### src/rtl/fir_tap_ctrl.sv
// Coefficient-load / delay-line-flush / sample-gating sequencer around a 63-tap FIR.
// Optional coefficient checksum: define FIR_TAP_CTRL_CHKSUM_EN.
module fir_tap_ctrl #(
   parameter int unsigned NTAPS   = 63,
   parameter int unsigned X_W     = 10,
   parameter int unsigned Y_W     = 20,
   parameter int unsigned C_W     = 10,
   parameter int unsigned A_W     = 6,
   parameter int unsigned FIR_LAT = 1
) (
   input  logic           CLK,
   input  logic           RSTN,
   input  logic           cfg_start,
   input  logic           cfg_valid,
   input  logic [C_W-1:0] cfg_data,
   output logic           cfg_ready,
   input  logic [15:0]    cfg_checksum,
   output logic           cfg_err,
   input  logic           in_valid,
   input  logic [X_W-1:0] in_sample,
   output logic           in_ready,
   output logic [X_W-1:0] fir_x,
   output logic           fir_coef_we,
   output logic [A_W-1:0] fir_coef_addr,
   output logic [C_W-1:0] fir_coef_data,
   input  logic [Y_W-1:0] fir_y,
   output logic           out_valid,
   output logic [Y_W-1:0] out_sample,
   output logic           busy
);

   typedef enum logic [1:0] {IDLE, LOAD, FLUSH, RUN} state_t;

   state_t         state;
   logic [A_W-1:0] tap_cnt;
   logic [A_W-1:0] flush_cnt;
   logic           vld_x;
   logic [FIR_LAT:0] vld_dly;
   logic           cfg_acc;
   logic           last_tap;
   logic           chk_ok;

   assign cfg_acc  = cfg_valid & cfg_ready;
   assign last_tap = (tap_cnt == A_W'(NTAPS - 1));

`ifdef FIR_TAP_CTRL_CHKSUM_EN
   logic [15:0] csum;
   logic [15:0] csum_next;
   logic        cfg_err_r;

   assign csum_next = csum + 16'(cfg_data);
   assign chk_ok    = (csum_next == cfg_checksum);
   assign cfg_err   = cfg_err_r;

   always_ff @(posedge CLK or negedge RSTN) begin
      if (!RSTN) begin
         csum      <= '0;
         cfg_err_r <= 1'b0;
      end else if (cfg_start) begin
         csum      <= '0;
         cfg_err_r <= 1'b0;
      end else if (state == LOAD && cfg_acc) begin
         csum <= csum_next;
         if (last_tap && !chk_ok)
            cfg_err_r <= 1'b1;
      end
   end
`else
   logic unused_checksum;

   assign unused_checksum = ^cfg_checksum;
   assign chk_ok          = 1'b1;
   assign cfg_err         = 1'b0;
`endif

   // cfg_start takes priority in every state, so a same-cycle word accept is dropped.
   always_ff @(posedge CLK or negedge RSTN) begin
      if (!RSTN) begin
         state         <= IDLE;
         tap_cnt       <= '0;
         flush_cnt     <= '0;
         fir_x         <= '0;
         fir_coef_we   <= 1'b0;
         fir_coef_addr <= '0;
         fir_coef_data <= '0;
         cfg_ready     <= 1'b0;
         in_ready      <= 1'b0;
         busy          <= 1'b0;
         vld_x         <= 1'b0;
      end else begin
         fir_coef_we <= 1'b0;
         fir_x       <= '0;
         vld_x       <= 1'b0;
         if (cfg_start) begin
            state     <= LOAD;
            tap_cnt   <= '0;
            flush_cnt <= '0;
            cfg_ready <= 1'b1;
            in_ready  <= 1'b0;
            busy      <= 1'b1;
         end else begin
            case (state)
               IDLE: ;
               LOAD: begin
                  if (cfg_acc) begin
                     fir_coef_we   <= 1'b1;
                     fir_coef_addr <= tap_cnt;
                     fir_coef_data <= cfg_data;
                     if (last_tap) begin
                        tap_cnt   <= '0;
                        cfg_ready <= 1'b0;
                        if (chk_ok) begin
                           state <= FLUSH;
                        end else begin
                           state <= IDLE;
                           busy  <= 1'b0;
                        end
                     end else begin
                        tap_cnt <= tap_cnt + 1'b1;
                     end
                  end
               end
               FLUSH: begin
                  if (flush_cnt == A_W'(NTAPS - 1)) begin
                     state     <= RUN;
                     flush_cnt <= '0;
                     busy      <= 1'b0;
                     in_ready  <= 1'b1;
                  end else begin
                     flush_cnt <= flush_cnt + 1'b1;
                  end
               end
               RUN: begin
                  if (in_valid && in_ready) begin
                     fir_x <= in_sample;
                     vld_x <= 1'b1;
                  end
               end
               default: state <= IDLE;
            endcase
         end
      end
   end

   // vld_x is aligned with fir_x; FIR_LAT+1 more stages line it up with out_sample.
   always_ff @(posedge CLK or negedge RSTN) begin
      if (!RSTN) begin
         vld_dly <= '0;
      end else if (cfg_start) begin
         vld_dly <= '0;
      end else begin
         vld_dly[0] <= vld_x;
         for (int unsigned i = 1; i <= FIR_LAT; i++)
            vld_dly[i] <= vld_dly[i-1];
      end
   end

   assign out_valid = vld_dly[FIR_LAT];

   always_ff @(posedge CLK or negedge RSTN) begin
      if (!RSTN)
         out_sample <= '0;
      else
         out_sample <= fir_y;
   end

endmodule

### config.mk
export PLATFORM = sky130hd
export DESIGN_NAME = fir_tap_ctrl
export DESIGN_NICKNAME = d
export VERILOG_FILES = /design/src/rtl/fir_tap_ctrl.sv
export SDC_FILE = /design/constraint.sdc
export NUM_CORES = 1
export LEC_CHECK = 0
export CORE_MARGIN = 5
export CORE_UTILIZATION = 41
export CTS_CLUSTER_DIAMETER = 40
export DETAILED_ROUTE_END_ITERATION = 10
export PLACE_DENSITY = 0.91
export SYNTH_ARGS = -nofsm -noshare
export SYNTH_HDL_FRONTEND = slang
export SYNTH_SLANG_ARGS = --single-unit
### constraint.sdc
create_clock -name CLK -period 2.24 [get_ports CLK]
set_input_delay 0.224 -clock CLK [delete_from_list [all_inputs] [get_ports CLK]]
set_output_delay 0.224 -clock CLK [all_outputs]
set_load 0.01 [all_outputs]
==> impl_metrics.toml <==
# physical design summary
[clock_tree]
clkTransAtPathRegs_ps = 80
cts_tree = "done"
htree_levels = 3

[detailed_routing]
drt-met1-wl_um = 2094
drtIter0Drc = 50
first_pass_iters = 4
wl_per_cell_um = 15.43

[final_timing]
maxSlewHeadroom_pct = 63.29
worst_pin_slew_ps = 550.7

[critical_path]
r2r-end = "fir_coef_addr[5]"
crit_type = "register to register"
cp-end-kind = "register"

[floorplan]
dieArea_sq_mm = 0.007614

[run]
drv_cap = 0

[global_routing]
grtUsageMet2_pct = 25.96

[power]
pwr-share-clk_pct = 41.7

[outcome]
status = "finished, final reports clean"

[synthesis]
syn_area_sq_mm = 0.002447
synth_top_flop_cell = "dfrtp_1"
edf_count = 0
synthTopCellsByCount = "dfrtp_1, and2_1, nand2_1"

[final_layout]
lay_top_cells = "clkdlybuf4s50_1, dfrtp_1, and2_1, nand2_1, clkbuf_8"
==> per-stage QoR <==
| step | setup slack, ps | instances | hold slack (ps) | utilization (%) | cell area, sq um |
|---|---|---|---|---|---|
| after floorplan | 683.3 | 171 | -71.59 | - | 2447 |
| after global placement | 279.7 | 337 | 228.6 | 59.43 | 3477 |
| after detailed placement | 258.0 | 337 | 241.9 | 59.43 | 3477 |
| after CTS | 459.9 | 354 | 290.1 | 63.52 | 3716 |
| after global routing | 400.8 | 354 | 278.7 | 63.52 | 3716 |
| final | 484.9 | 354 | 314.4 | 63.52 | 3716 |
==> critical path, stage by stage (launching register included) <==
cell and delay, ps:
dfrtp_1 420, and4b_1 410, nor2b_4 300, buf_12 180, mux2_2 330
==> logic make-up after synthesis <==
logic type,share of synthesized area [%]
DFF,68.51
buffers and inverters,3.118
and+or+nand+nor,10.38
muxes,8.589
xor gates and xnor gates,2.147
adders and majority gates,2.045
other,0.1532
AOI/OAI and AO/OA,5.061
==> repair_timing <==
| item | in CTS | in global routing |
|---|---|---|
| hold buffers | 1 | 0 |
| gates resized | 0 | 0 |
| endpoints found under the setup margin | 0 | 0 |
| hold endpoints to repair | 22 | 0 |
==> sequential cells by signal, summed over array words and instances, names as in the netlist <==
name and count:
busy 1, cfg_ready 1, fir_coef_addr 6, fir_coef_data 10, fir_coef_we 1, fir_x 10, flush_cnt 6, in_ready 1
out_sample 20, state 2, tap_cnt 6, vld_dly 2, vld_x 1
==> area by class of cell <==
cell class / instances / area, sq um
timing repair buffer: 100 / 1011
clock buffer: 9 / 123.9
inverter: 3 / 11.26
multi-input combinational: 93 / 694.4
sequential: 67 / 1677
fill: 436 / 2135
tap: 75 / 93.84
clock inverter: 7 / 105.1
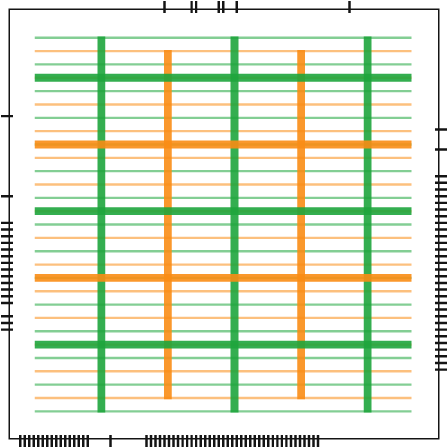
Figure 1: power grid.
Pins as bars on the die edge.
VSS: drawn in green. VDD: drawn in orange.
29 met1 rails follow the rows. 5 straps on met4. 5 straps on met5. 113 signal pins sit on the boundary. The core has 28 rows.
Die W: 87.26 um
Core ar.: 0.005851 sq mm
die y size: 87.26 um
worst vdd ir: 0.4474 mV

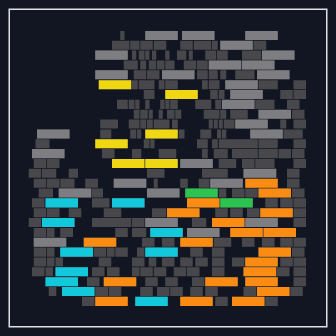
Figure 2: register map, names as in the netlist.
Other sequential cells in the stronger grey, the rest of the logic in the fainter grey.
out_sample: drawn in orange, flops 20. flush_cnt: drawn in yellow, flops 6, where middle. vld_dly: drawn in green, flops 2. fir_x: drawn in cyan, flops 10, where bottom left.
Seq area share: 45.12%
Final Util: 63.52%
Register Area: 0.001677 sq mm

No activity file was given, so power comes from the tool's default toggle rates.
